### config.mk
export PLATFORM = sky130hd
export DESIGN_NAME = icache_sa
export DESIGN_NICKNAME = d
export VERILOG_FILES = /design/src/rtl/icache_sa.sv
export SDC_FILE = /design/constraint.sdc
export NUM_CORES = 2
export LEC_CHECK = 0
export ABC_AREA = 1
export CELL_PAD_IN_SITES_DETAIL_PLACEMENT = 0
export CELL_PAD_IN_SITES_GLOBAL_PLACEMENT = 2
export CORE_UTILIZATION = 40
export DETAILED_ROUTE_END_ITERATION = 12
export MAX_ROUTING_LAYER = met4
export PLACE_DENSITY_LB_ADDON = 0.1
export SLEW_MARGIN = 20
export SYNTH_ARGS = -nofsm -noshare
export SYNTH_HDL_FRONTEND = slang
export SYNTH_SLANG_ARGS = --single-unit
### constraint.sdc
create_clock -name clk -period 14.72 [get_ports clk]
set_clock_uncertainty 0.05 [all_clocks]
set_input_delay 3.68 -clock clk [delete_from_list [all_inputs] [get_ports clk]]
set_output_delay 3.68 -clock clk [all_outputs]
set_load 0.005 [all_outputs]
### src/rtl/icache_sa.sv
`default_nettype none
// ============================================================================
// Module   : icache_sa
// Purpose  : Set-associative instruction cache (1 or 2 ways, LRU) between
//            the fetch stage and instruction memory. Misses refill a whole
//            line through a req/valid handshake. A flush walks every set
//            over SETS cycles. A saturating counter tracks misses.
// Revision : 1.0 - initial release
// ----------------------------------------------------------------------------
// Ports
//   clk        in   clock, all state changes on the rising edge
//   rst        in   synchronous active-high reset
//   cpu_req    in   fetch request valid
//   cpu_addr   in   fetch word address
//   hit        out  requested word valid this cycle (combinational)
//   ins        out  fetched instruction, 0 when hit = 0
//   flush      in   one-cycle pulse, invalidates all lines
//   busy       out  sequencer is refilling or flushing
//   mem_req    out  line refill request
//   mem_addr   out  line-aligned refill word address
//   mem_valid  in   mem_line carries the requested line this cycle
//   mem_line   in   refill data, word k at bits [32k+31:32k]
//   miss_count out  number of misses, saturating at 0xFFFF
// ============================================================================
module icache_sa #(
    parameter int ADDR_W     = 30,
    parameter int LINE_WORDS = 4,
    parameter int SETS       = 8,
    parameter int WAYS       = 2
) (
    input  logic                      clk,
    input  logic                      rst,
    input  logic                      cpu_req,
    input  logic [ADDR_W-1:0]         cpu_addr,
    output logic                      hit,
    output logic [31:0]               ins,
    input  logic                      flush,
    output logic                      busy,
    output logic                      mem_req,
    output logic [ADDR_W-1:0]         mem_addr,
    input  logic                      mem_valid,
    input  logic [32*LINE_WORDS-1:0]  mem_line,
    output logic [15:0]               miss_count
);

    localparam int c_OFF = $clog2(LINE_WORDS);
    localparam int c_IDX = $clog2(SETS);
    localparam int c_TAG = ADDR_W - c_IDX - c_OFF;

    localparam logic [1:0] c_IDLE   = 2'd0;
    localparam logic [1:0] c_REFILL = 2'd1;
    localparam logic [1:0] c_FLUSH  = 2'd2;

    logic [1:0]                r_state;
    logic [c_IDX-1:0]          r_fcnt;
    logic                      r_flush_pend;
    logic [WAYS-1:0]           r_valid [SETS];
    logic [c_TAG-1:0]          r_tag   [WAYS][SETS];
    logic [32*LINE_WORDS-1:0]  r_data  [WAYS][SETS];
    // Per set: the way to evict next when both ways are valid.
    logic [SETS-1:0]           r_lru;
    logic                      r_mem_req;
    logic [ADDR_W-1:0]         r_mem_addr;
    logic [15:0]               r_miss_count;

    logic [c_OFF-1:0]          w_off;
    logic [c_IDX-1:0]          w_idx;
    logic [c_TAG-1:0]          w_tag;
    logic [c_IDX-1:0]          w_fidx;
    logic [c_TAG-1:0]          w_ftag;
    logic [WAYS-1:0]           w_way_hit;
    logic [WAYS-1:0]           w_victim_oh;
    logic                      w_hit;
    logic                      w_fill;
    logic [31:0]               w_rd;

    assign w_off  = cpu_addr[c_OFF-1:0];
    assign w_idx  = cpu_addr[c_OFF +: c_IDX];
    assign w_tag  = cpu_addr[ADDR_W-1 -: c_TAG];
    // During a refill the set/tag come from the latched line address, so
    // cpu_addr is free to change.
    assign w_fidx = r_mem_addr[c_OFF +: c_IDX];
    assign w_ftag = r_mem_addr[ADDR_W-1 -: c_TAG];

    generate
        for (genvar g = 0; g < WAYS; g++) begin : g_way_cmp
            assign w_way_hit[g] = r_valid[w_idx][g] && (r_tag[g][w_idx] == w_tag);
        end
    endgenerate

    generate
        if (WAYS == 1) begin : g_victim_dm
            assign w_victim_oh = 1'b1;
        end else begin : g_victim_2way
            // First invalid way wins; otherwise the LRU pointer decides.
            assign w_victim_oh = !r_valid[w_fidx][0] ? 2'b01 :
                                 !r_valid[w_fidx][1] ? 2'b10 :
                                 (r_lru[w_fidx] ? 2'b10 : 2'b01);
        end
    endgenerate

    assign w_hit  = (r_state == c_IDLE) && cpu_req && (|w_way_hit);
    assign w_fill = (r_state == c_REFILL) && mem_valid;

    // At most one way matches, so OR-ing the gated words selects it.
    always_comb begin
        w_rd = '0;
        for (int w = 0; w < WAYS; w++) begin
            if (w_way_hit[w]) begin
                w_rd = w_rd | r_data[w][w_idx][{w_off, 5'd0} +: 32];
            end
        end
    end

    assign hit        = w_hit && !rst;
    assign ins        = hit ? w_rd : 32'd0;
    assign busy       = (r_state != c_IDLE) && !rst;
    assign mem_req    = r_mem_req;
    assign mem_addr   = r_mem_addr;
    assign miss_count = r_miss_count;

    always_ff @(posedge clk) begin
        if (rst) begin
            r_state      <= c_IDLE;
            r_fcnt       <= '0;
            r_flush_pend <= 1'b0;
            for (int s = 0; s < SETS; s++) begin
                r_valid[s] <= '0;
            end
            r_lru        <= '0;
            r_mem_req    <= 1'b0;
            r_mem_addr   <= '0;
            r_miss_count <= '0;
        end else begin
            case (r_state)
                c_IDLE: begin
                    if (w_hit) begin
                        // Way 0 used -> way 1 is next victim, and vice versa.
                        r_lru[w_idx] <= w_way_hit[0];
                    end
                    if (flush) begin
                        // A simultaneous miss is dropped; it re-misses later.
                        r_state <= c_FLUSH;
                        r_fcnt  <= '0;
                    end else if (cpu_req && !(|w_way_hit)) begin
                        r_mem_addr <= {cpu_addr[ADDR_W-1:c_OFF], {c_OFF{1'b0}}};
                        r_mem_req  <= 1'b1;
                        if (r_miss_count != 16'hFFFF) begin
                            r_miss_count <= r_miss_count + 16'd1;
                        end
                        r_state <= c_REFILL;
                    end
                end
                c_REFILL: begin
                    if (mem_valid) begin
                        r_valid[w_fidx] <= r_valid[w_fidx] | w_victim_oh;
                        r_lru[w_fidx]   <= w_victim_oh[0];
                        r_mem_req       <= 1'b0;
                        r_flush_pend    <= 1'b0;
                        r_fcnt          <= '0;
                        r_state         <= (r_flush_pend || flush) ? c_FLUSH : c_IDLE;
                    end else if (flush) begin
                        r_flush_pend <= 1'b1;
                    end
                end
                c_FLUSH: begin
                    r_valid[r_fcnt] <= '0;
                    r_lru[r_fcnt]   <= 1'b0;
                    r_fcnt          <= r_fcnt + 1'b1;
                    if (r_fcnt == c_IDX'(SETS - 1)) begin
                        r_state <= c_IDLE;
                    end
                end
                default: r_state <= c_IDLE;
            endcase
        end
    end

    // Line storage carries no reset; the valid bits qualify it.
    always_ff @(posedge clk) begin
        if (!rst && w_fill) begin
            for (int w = 0; w < WAYS; w++) begin
                if (w_victim_oh[w]) begin
                    r_data[w][w_fidx] <= mem_line;
                    r_tag[w][w_fidx]  <= w_ftag;
                end
            end
        end
    end

endmodule
`default_nettype wire
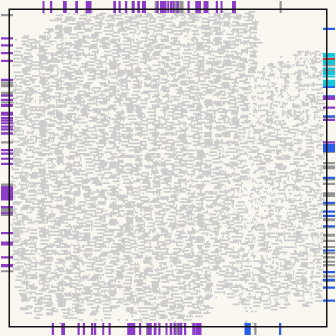
**Above:** I/O pins on the die edge.
Pins as bars across the die edge, other pins in gray.
Key: blue = mem_addr [pins 30, direction output, edge 21 right, 9 bottom]; purple = mem_line [pins 128, direction input, edge 43 left, 42 top, 38 bottom, 5 right]; cyan = miss_count [pins 16, direction output, edge right]; red = flush [pins 1, direction input, edge right]
die outline width: 497 um
port bufs: 241
Die Ht: 497 um

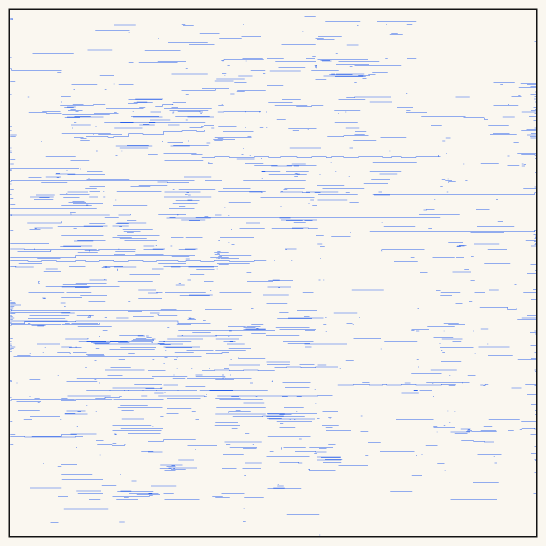
**Above:** met3 routing.
The wires run mostly horizontal. The longest straight run is 231 um. The layer carries 18000 um of wire.

==> summary.txt <==
Results of the implementation run.

The run finished with clean final reports. OpenSTA lists the critical path startpoint as cpu_addr[2]. Combinational power for this build is 0.786 mW. The number of setup buffers added after CTS is 0.

The power per unit of standard cell area is 137 nW/um^2. In this design, the critical path's most frequently occurring cell is sky130_fd_sc_hd__nand2_1. The flow inserted 3202 tap cells. The largest total area in the synthesized netlist belongs to sky130_fd_sc_hd__edfxtp_1.

The signal arrival time at the worst endpoint came out at 8980 ps. The maximum number of pins on one net before global-route repair is 177. The met3 usage in global routing came out at 0.0337. The synthesis log from Yosys contains 0 warnings. The combined area of all synthesized cells is 97800 um^2. In the power breakdown, the biggest contributor is sequential cells. The worst setup slack after placement came out at 1940 ps. The number of detailed-routing iterations run before antenna repair is 8.

The number of buffers created by CTS came out at 292. On met2, the global router reports a usage of 0.426. For this design, the slowest cell found on the critical path is sky130_fd_sc_hd__inv_4. The final-layout clock-cell area share is 0.0771. Looking at the hold checks, the worst path lands on r_flush_pend. The count of final hold-check violations came out at 0. The core utilization before placement is 0.402.

The global-route congestion overflow total came out at 0. The post-layout instance count excluding filler cells came out at 10900. The path depth of the worst reg2reg path is 12.

The count of cells resized by post-cts repair is 0. The tally of max-capacitance violations is 0. The sequential cell count came out at 2526. The top fanout value on the critical path is 94.

Setup repair after global routing left no endpoint under its margin. Per the OpenROAD power report, leakage power amounts to 38.1 nW. Looking at the setup timing report, the critical path kind is input port to output pin. The count of state elements after synthesis is 2526. The total of hold buffers inserted after clock tree synthesis is 0. By instance count after routing, the leading logic cell type is sky130_fd_sc_hd__edfxtp_1. The clock net sink count came out at 2526. The cell sequence reported for the critical path is clkbuf_8 -> inv_4 -> buf_12 -> buf_4 -> nand2_1 -> nand2_1 -> nand2_1 -> nand2_1 -> nand2_1 -> nand3_1 -> nand2_1 -> nor4_1 -> nand2_1 -> nor2_4 -> nand2_2 -> nand2_2 -> nand3_4 -> nor2_1 -> clkdlybuf4s50_1. The weighted congestion reported at the end of routability-driven placement is 0.806. The maximum ir drop on the vdd rail is 0.0897 mV. The first global-routing pass estimated 449 mm of wire. The later pin in the worst-skew pair is clocked with a latency of 920 ps.

For this run, design rule violations remaining after detail routing come to 0. The endpoint of the most critical register-to-register path is r_data[0][604]. The sum of negative setup slack is 0 ps. Looking at the gate-level netlist, the highest instance count belongs to sky130_fd_sc_hd__edfxtp_1. The async set-reset flop share out of synthesis is 0. The total core area is 243000 um^2. The via density per instance is 5.56. After technology mapping, the gate count stands at 7134. Between the synthesized netlist and the finished layout, the area growth was recorded as 15.6%. In the layout the commonest cells are 2464 x sky130_fd_sc_hd__edfxtp_1, 1362 x sky130_fd_sc_hd__nand2_1, 490 x sky130_fd_sc_hd__nor2_1. CTS placed an instance of sky130_fd_sc_hd__clkbuf_16 at the clock tree root.

The final period demand of the worst path came out at 12710 ps. The sequential cell area fraction in the yosys report is 0.769. Counting tap cells, the placed design contains a total of 10400 instances.

The post-synth tally of flip-flops with integrated enable came out at 2464. At the end of the flow the core is filled with cells to 0.465. The count of standard-cell rows came out at 181.

The multiplexer area fraction after synthesis is 0.000102. The layout cell share with drive strength beyond 1 came out at 0.0858. The number of flip-flops under the largest register name came out at 2048. The switching component of the power was reported as 3.41 mW. The footprint of the flip-flops and latches is 75200 um^2. The layout inverter count without the clock tree came out at 485. Per the area breakdown, the dominant cell category is sequential cells. The share of total power dissipated in the clock network is 0.436.

The TritonCTS clock tree is yes. The deepest level of the CTS H-tree is 5. In this run the worst hold path is classified as register to register. The synthesized area divided by synthesized cell count came out at 13.7 um^2. After synthesis, the chip area reported by Yosys is 97800 um^2. The final report gives the standard cell area, fillers excluded, as 113000 um^2.

The maximum buffer depth of the clock tree came out at 4. The final layout net count is 7625. The tightest hold path in the finished design has a slack of 412 ps. The final critical-path share of the clock period is 0.864. The clock buffer instance count of the final layout is 383.

The placed wire-length estimate is 168 mm. The count of antenna diodes in the layout came out at 27. Summed over all nets, wire length on met2 after detailed routing comes to 154 mm. The number of combinational gates with multiple inputs is 3750.

Sequential power for this build is 7.95 mW. The clock-pin slew of the registers on the worst-case setup and hold paths is 50 ps. According to the timing report, the critical path is captured at ins[27].

The layout has 400 buffers outside the clock class. STA classifies the critical path startpoint as an input port. The number of global-route vias before repair came out at 59100. The tally of OpenROAD warnings came out at 37.

The number of fill cells is 21700. The power after layout came out at 15.5 mW. The number of antenna violations at the first check in global routing is 51. The net switching share of the total power is 0.220. The sequential fraction of design power came out at 0.513. The placement stage leaves a total instance area of 104000 um^2. The highest clock frequency the design can meet came out at 78.7 MHz. The register with the most flip-flops in the final layout is r_data. The critical path runs through a total of 19 cells. The power report attributes to the combinational group a share of 0.051.

The routed via count is 60500. The total die size came out at 247000 um^2. Per the slew report, the remaining headroom to the max-slew limit stands at 0.136. The detailed router's first-iteration violation count came out at 5528. By area, the combinational part of the netlist is dominated by simple AND/OR/NAND/NOR gates.

The floorplan report gives the top-level pin count as 244. The cell family contributing the most delay on the critical path is simple AND/OR/NAND/NOR gates. Along the worst hold path, the cell count comes to 2. The share of cell area taken by flip-flops and latches is 0.666. The wire length on met3 came out at 18.0 mm. Of the total synthesized cell area, the portion taken by full adders, half adders and majority gates is 0.000895.

The required time of the critical path came out at 10990 ps. After detailed routing, the average wire length per cell comes to 29.2 um. The main flop type is sky130_fd_sc_hd__edfxtp_1. The routed length on met1 came out at 140 mm.

The area share of the largest cell type after synthesis is 0.756. Of the total synthesized cell area, the portion taken by AND-OR and OR-AND cells is 0.0761. The worst-case reg-to-reg setup slack stands at 9350 ps. The number of unique standard cell types used by synthesis is 57. The count of endpoints failing setup in the final report came out at 0.

By count the netlist is led by 2464 x sky130_fd_sc_hd__edfxtp_1, 1364 x sky130_fd_sc_hd__nand2_1, 511 x sky130_fd_sc_hd__nor2_1. The logic area came out at 19200 um^2. The critical path in the final layout is reported with a setup slack of 2010 ps. The antenna violation net count after detailed routing came out at 0.
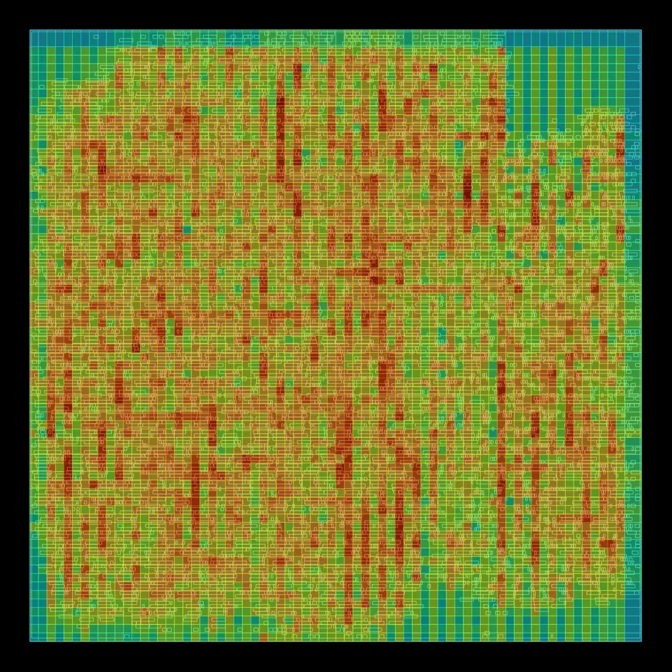
**Above:** routing congestion map.
Global Route met1 Usage: 0.358
all-layer global routing usage: 0.264
most crowded layer after global routing: met2

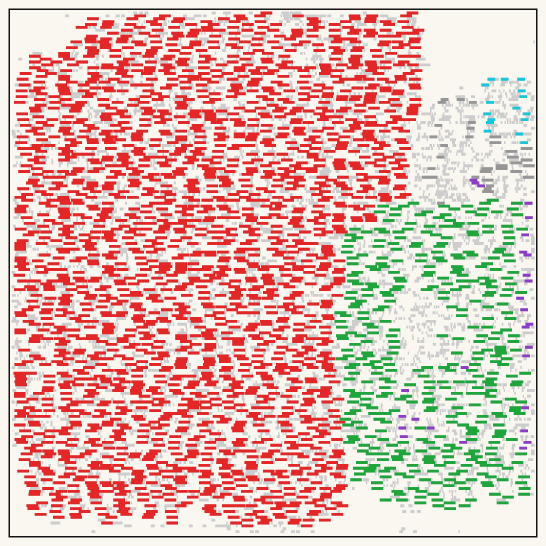
**Above:** sequential cells grouped by signal name.
Other sequential cells in the stronger gray, the rest of the logic in the fainter gray.
Key: red = r_data [flops 2048]; purple = mem_addr [flops 28]; cyan = miss_count [flops 16, where top right]; green = r_tag [flops 400]

Power figures rest on the tool's default switching activity, not on a simulated workload.
